--- src/rtl/clk_div_pkg.sv ---
// Shared constants, types and helpers for the SPI clock divider.
package clk_div_pkg;

  localparam int CLK_DIV_DEF_RATIO = 4;
  localparam int CLK_DIV_DEF_CNT_W = 8;

  typedef logic [CLK_DIV_DEF_CNT_W-1:0] clk_div_cnt_t;

  // Number of m_clk edges in one spi_clk half-period.
  function automatic int half_cnt(input int ratio);
    return ratio / 2;
  endfunction

endpackage

--- src/rtl/clk_div_sync.sv ---
// Generic two-flop synchroniser; both flops load RST_VAL while rst_n is low.
module clk_div_sync #(
  parameter logic RST_VAL = 1'b1
) (
  input  logic clk,
  input  logic rst_n,
  input  logic d,
  output logic q
);

  logic meta_p0;
  logic sync_p1;

  always_ff @(posedge clk or negedge rst_n) begin
    if (!rst_n) begin
      meta_p0 <= RST_VAL;
      sync_p1 <= RST_VAL;
    end else begin
      meta_p0 <= d;
      sync_p1 <= meta_p0;
    end
  end

  assign q = sync_p1;

endmodule

--- src/rtl/clk_div.sv ---
// Even-ratio SPI clock divider gated by active-low chip select.
// Define CLK_DIV_CS_SYNC_EN to pass spi_cs through a 2-flop synchroniser first.
module clk_div
  import clk_div_pkg::*;
#(
  parameter int   DIV_RATIO = CLK_DIV_DEF_RATIO,
  parameter logic CPOL      = 1'b0,
  parameter int   CNT_W     = CLK_DIV_DEF_CNT_W
) (
  output logic spi_clk,
  input  logic m_clk,
  input  logic spi_cs,
  input  logic nrst
);

  localparam int               HALF    = half_cnt(DIV_RATIO);
  localparam logic [CNT_W-1:0] HALF_M1 = CNT_W'(HALF - 1);

  if (DIV_RATIO < 2 || (DIV_RATIO % 2) != 0) begin : g_ratio_chk
    $error("clk_div: DIV_RATIO=%0d must be even and >= 2", DIV_RATIO);
  end

  if ((HALF - 1) >= (1 << CNT_W)) begin : g_width_chk
    $error("clk_div: CNT_W=%0d too narrow for DIV_RATIO=%0d", CNT_W, DIV_RATIO);
  end

  logic cs_eff;

`ifdef CLK_DIV_CS_SYNC_EN
  clk_div_sync #(
    .RST_VAL(1'b1)
  ) u_cs_sync (
    .clk  (m_clk),
    .rst_n(nrst),
    .d    (spi_cs),
    .q    (cs_eff)
  );
`else
  assign cs_eff = spi_cs;
`endif

  logic [CNT_W-1:0] cnt_p0;
  logic             clk_p0;

  // Half-period counter and toggle flop; chip select outranks the wrap.
  always_ff @(posedge m_clk or negedge nrst) begin
    if (!nrst) begin
      cnt_p0 <= '0;
      clk_p0 <= CPOL;
    end else if (cs_eff) begin
      cnt_p0 <= '0;
      clk_p0 <= CPOL;
    end else if (cnt_p0 == HALF_M1) begin
      cnt_p0 <= '0;
      clk_p0 <= ~clk_p0;
    end else begin
      cnt_p0 <= cnt_p0 + CNT_W'(1);
    end
  end

  assign spi_clk = clk_p0;

endmodule

--- config.mk ---
export PLATFORM = sky130hd
export DESIGN_NAME = clk_div
export DESIGN_NICKNAME = d
export VERILOG_FILES = /design/src/rtl/clk_div_pkg.sv /design/src/rtl/clk_div_sync.sv /design/src/rtl/clk_div.sv
export SDC_FILE = /design/constraint.sdc
export NUM_CORES = 1
export LEC_CHECK = 0
export CAP_MARGIN = 15
export CORE_AREA = 2 2 39 41
export DETAILED_ROUTE_END_ITERATION = 7
export DIE_AREA = 0 0 41 43
export SETUP_SLACK_MARGIN = 0.2
export SLEW_MARGIN = 20
export SYNTH_ARGS = -nofsm -noshare
export SYNTH_HDL_FRONTEND = slang
export SYNTH_SLANG_ARGS = --single-unit
--- constraint.sdc ---
create_clock -name m_clk -period 1.55 [get_ports m_clk]
set_input_delay 0.31 -clock m_clk [delete_from_list [all_inputs] [get_ports m_clk]]
set_output_delay 0.31 -clock m_clk [all_outputs]
set_load 0.02 [all_outputs]
Figure 1. Gate families picked out.
The bar under the picture is 10 um long.
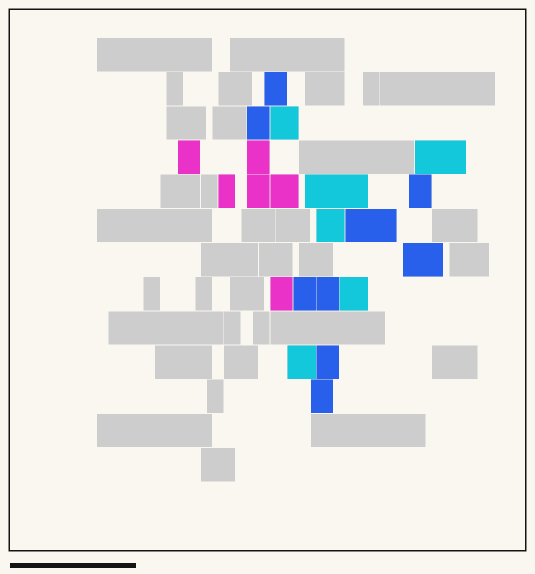
Blue shows inverting AOI/OAI gates, cells 9. Cyan shows AND and OR gates, cells 6. Magenta shows NAND gates, cells 6.
Final Non-Filler Cells: 71
Comb/total area: 36.8%
Top cell excl fill/tap: dfrtp_1

Figure 2. Local utilization.
The die is cut into 8 by 9 equal tiles; dark blue is low, red is high, 0 to 100% covered.
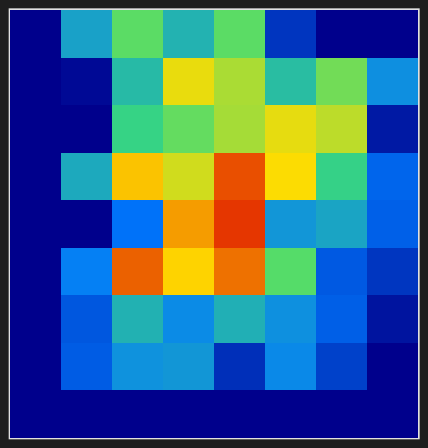
9.7% of the tiles are over 75% full. The mean over all tiles is 31%. The fullest tile reaches 94%.
Core Footprint: 1380 um^2
final core occ: 40.3%

Figure 3. Wire density map.
The die is cut into 8 by 9 equal tiles; dark blue is low, red is high, scaled to the fullest tile. Values are wire area over tile area, all layers added.
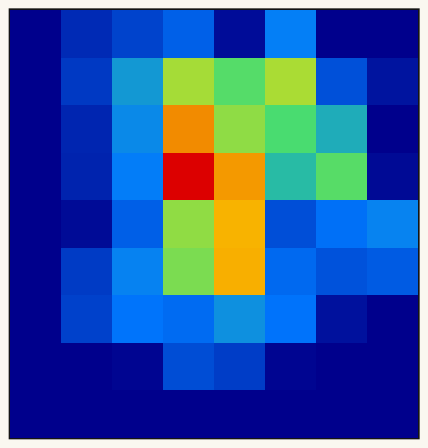
18% of the tiles are over half the peak. The fullest tile reaches 0.35. The emptiest ninth of the die: lower right. The mean over all tiles is 0.074.
Avg WL per Cell: 11.6 um
Tot GR Track Use: 13.0%
Post-Route WL: 825 um
total number of vias: 342

==> impl_metrics.yaml <==
# synthesis and place-and-route metrics
outcome:
  status: "finished, violations left"
  violations: "negative setup slack"
drt:
  route.met3.wl_um: 29
  wl_met2_um: 383
  drtIter0Drc: 3
  drt-pass1-iter-count: 2
  wl_met1_um: 386
  postRouteAntennaNets: 0
  drc: 0
  vias_per_cell: 4.82
final_layout:
  n_antenna_cell: 0
  area_growth_pct: 31.2
  regMostFlops: "cnt_p0"
  largest_reg_flops: 8
  nonClockBufferCount: 9
  n_fill_cell: 144
  clkCellAreaFrac_pct: 4.71
  mostFrequentLayoutCells: "dfrtp_1, buf_4, nor2_1"
  logic_gates: 31
  dominant_cells: "flip-flops and latches"
  seq_area_um2: 225
  final-nonclk-buf-share_pct: 13.2
  sh_seq_area_pct: 40.4
  final-comb-area_um2: 205
  layout-drive-gt1-share_pct: 23.6
  flop-count: 9
synthesis:
  ys_sh_simple_pct: 22.1
  yosys.area.top_type: "dfrtp_1"
  synth.most_common_cell: "dfrtp_1"
  yosysUniqueCellTypes: 14
  syn-instance-count: 42
  ys_sh_adder_pct: 5.88
  topCombFamilyByArea: "simple AND/OR/NAND/NOR gates"
  yosysWarnings: 0
  top_area_share_pct: 52.9
  ff_type: "dfrtp_1"
  ys_ff: 9
  yosys-top-cells-count: "dfrtp_1, nor2_1, or3_1"
  synthArstFlopShare_pct: 100
  postSynthNetCount: 47
  synthAoiAreaFrac_pct: 11.2
  ys_area_um2: 425
  syn_area_um2: 425
power_and_ir_drop:
  power-top-group: "registers"
  power.density_nw_per_um2: 995
  p_clk_mw: 0.187
  intPower_mw: 0.406
  p_switching_mw: 0.149
  vdd_ir_drop_max_uv: 372
  finalPower_mw: 0.555
  switching_share_pct: 26.8
  p_seq_mw: 0.256
  p_comb_share_pct: 20.3
  leakage_nw: 0.249
  comb_cell_power_mw: 0.112
  clkPwrFrac_pct: 33.6
grt:
  grt_util_met1_pct: 15.2
  antenna_found_initial: 0
  use_met2_pct: 17.2
  grt_overflow: 0
  grt_util_met3_pct: 4.71
  grt_max_degree: 10
  grt_first_pass_wirelength_um: 1440
cts:
  clk_latency_ns: 0.26
  ctsHtreeMaxLevel: 1
  clk_pin_slew_worst_paths_ns: 0.06
  cts_resized: 2
  cts_sinks: 9
  cts_buffers: 3
  tritoncts: "built"
  clockBufferDepth: 2
  ctsHoldBuffers: 0
  cts_root_buf: "clkbuf_4"
final_timing:
  fin_ws_ns: -0.0310
  min_period_ns: 1.58
  tightest_slew_ns: 0.423
  hold_viol: 0
  relSlewSlack_pct: 71.7
  setup_violations: 1
  rsz0062_at_grt: "true"
  finalMaxSlewViolations: 0
  clock_skew_ns: 0.000919
  fin_setup_tns_ns: -0.0310
setup_path:
  required_ns: 1.75
  crit_chain: "inv_1, ha_1, or4b_4, or3_4, a21oi_2"
  rr_worst_depth: 5
  reg2reg_from: "cnt_p0[1]"
  cpLargestDelayFamily: "simple AND/OR/NAND/NOR gates"
  startpoint: "cnt_p0[1]"
  arrival_ns: 1.78
  cp.depth: 5
  reg2reg_slack_ns: -0.03
  crit_buf_inv: 1
  worst-path-max-fanout: 3
  crit_path_start_kind: "register"
  end_kind: "register"
  endpoint: "spi_clk"
  slowest_delay_ns: 0.47
floorplanning:
  dieArea_um2: 1760
  num_io_pins: 4
  rows: 14
  die_w_um: 41
placed_design:
  pre_cts_slack_ns: -0.0348
  place_congestion: 0.788
  placedInstanceArea_um2: 524
  io_buffers: 3
hold_path:
  min_path_type: "in -> async"
flow_run:
  warnings: 30
No activity file was given, so power comes from the tool's default toggle rates.
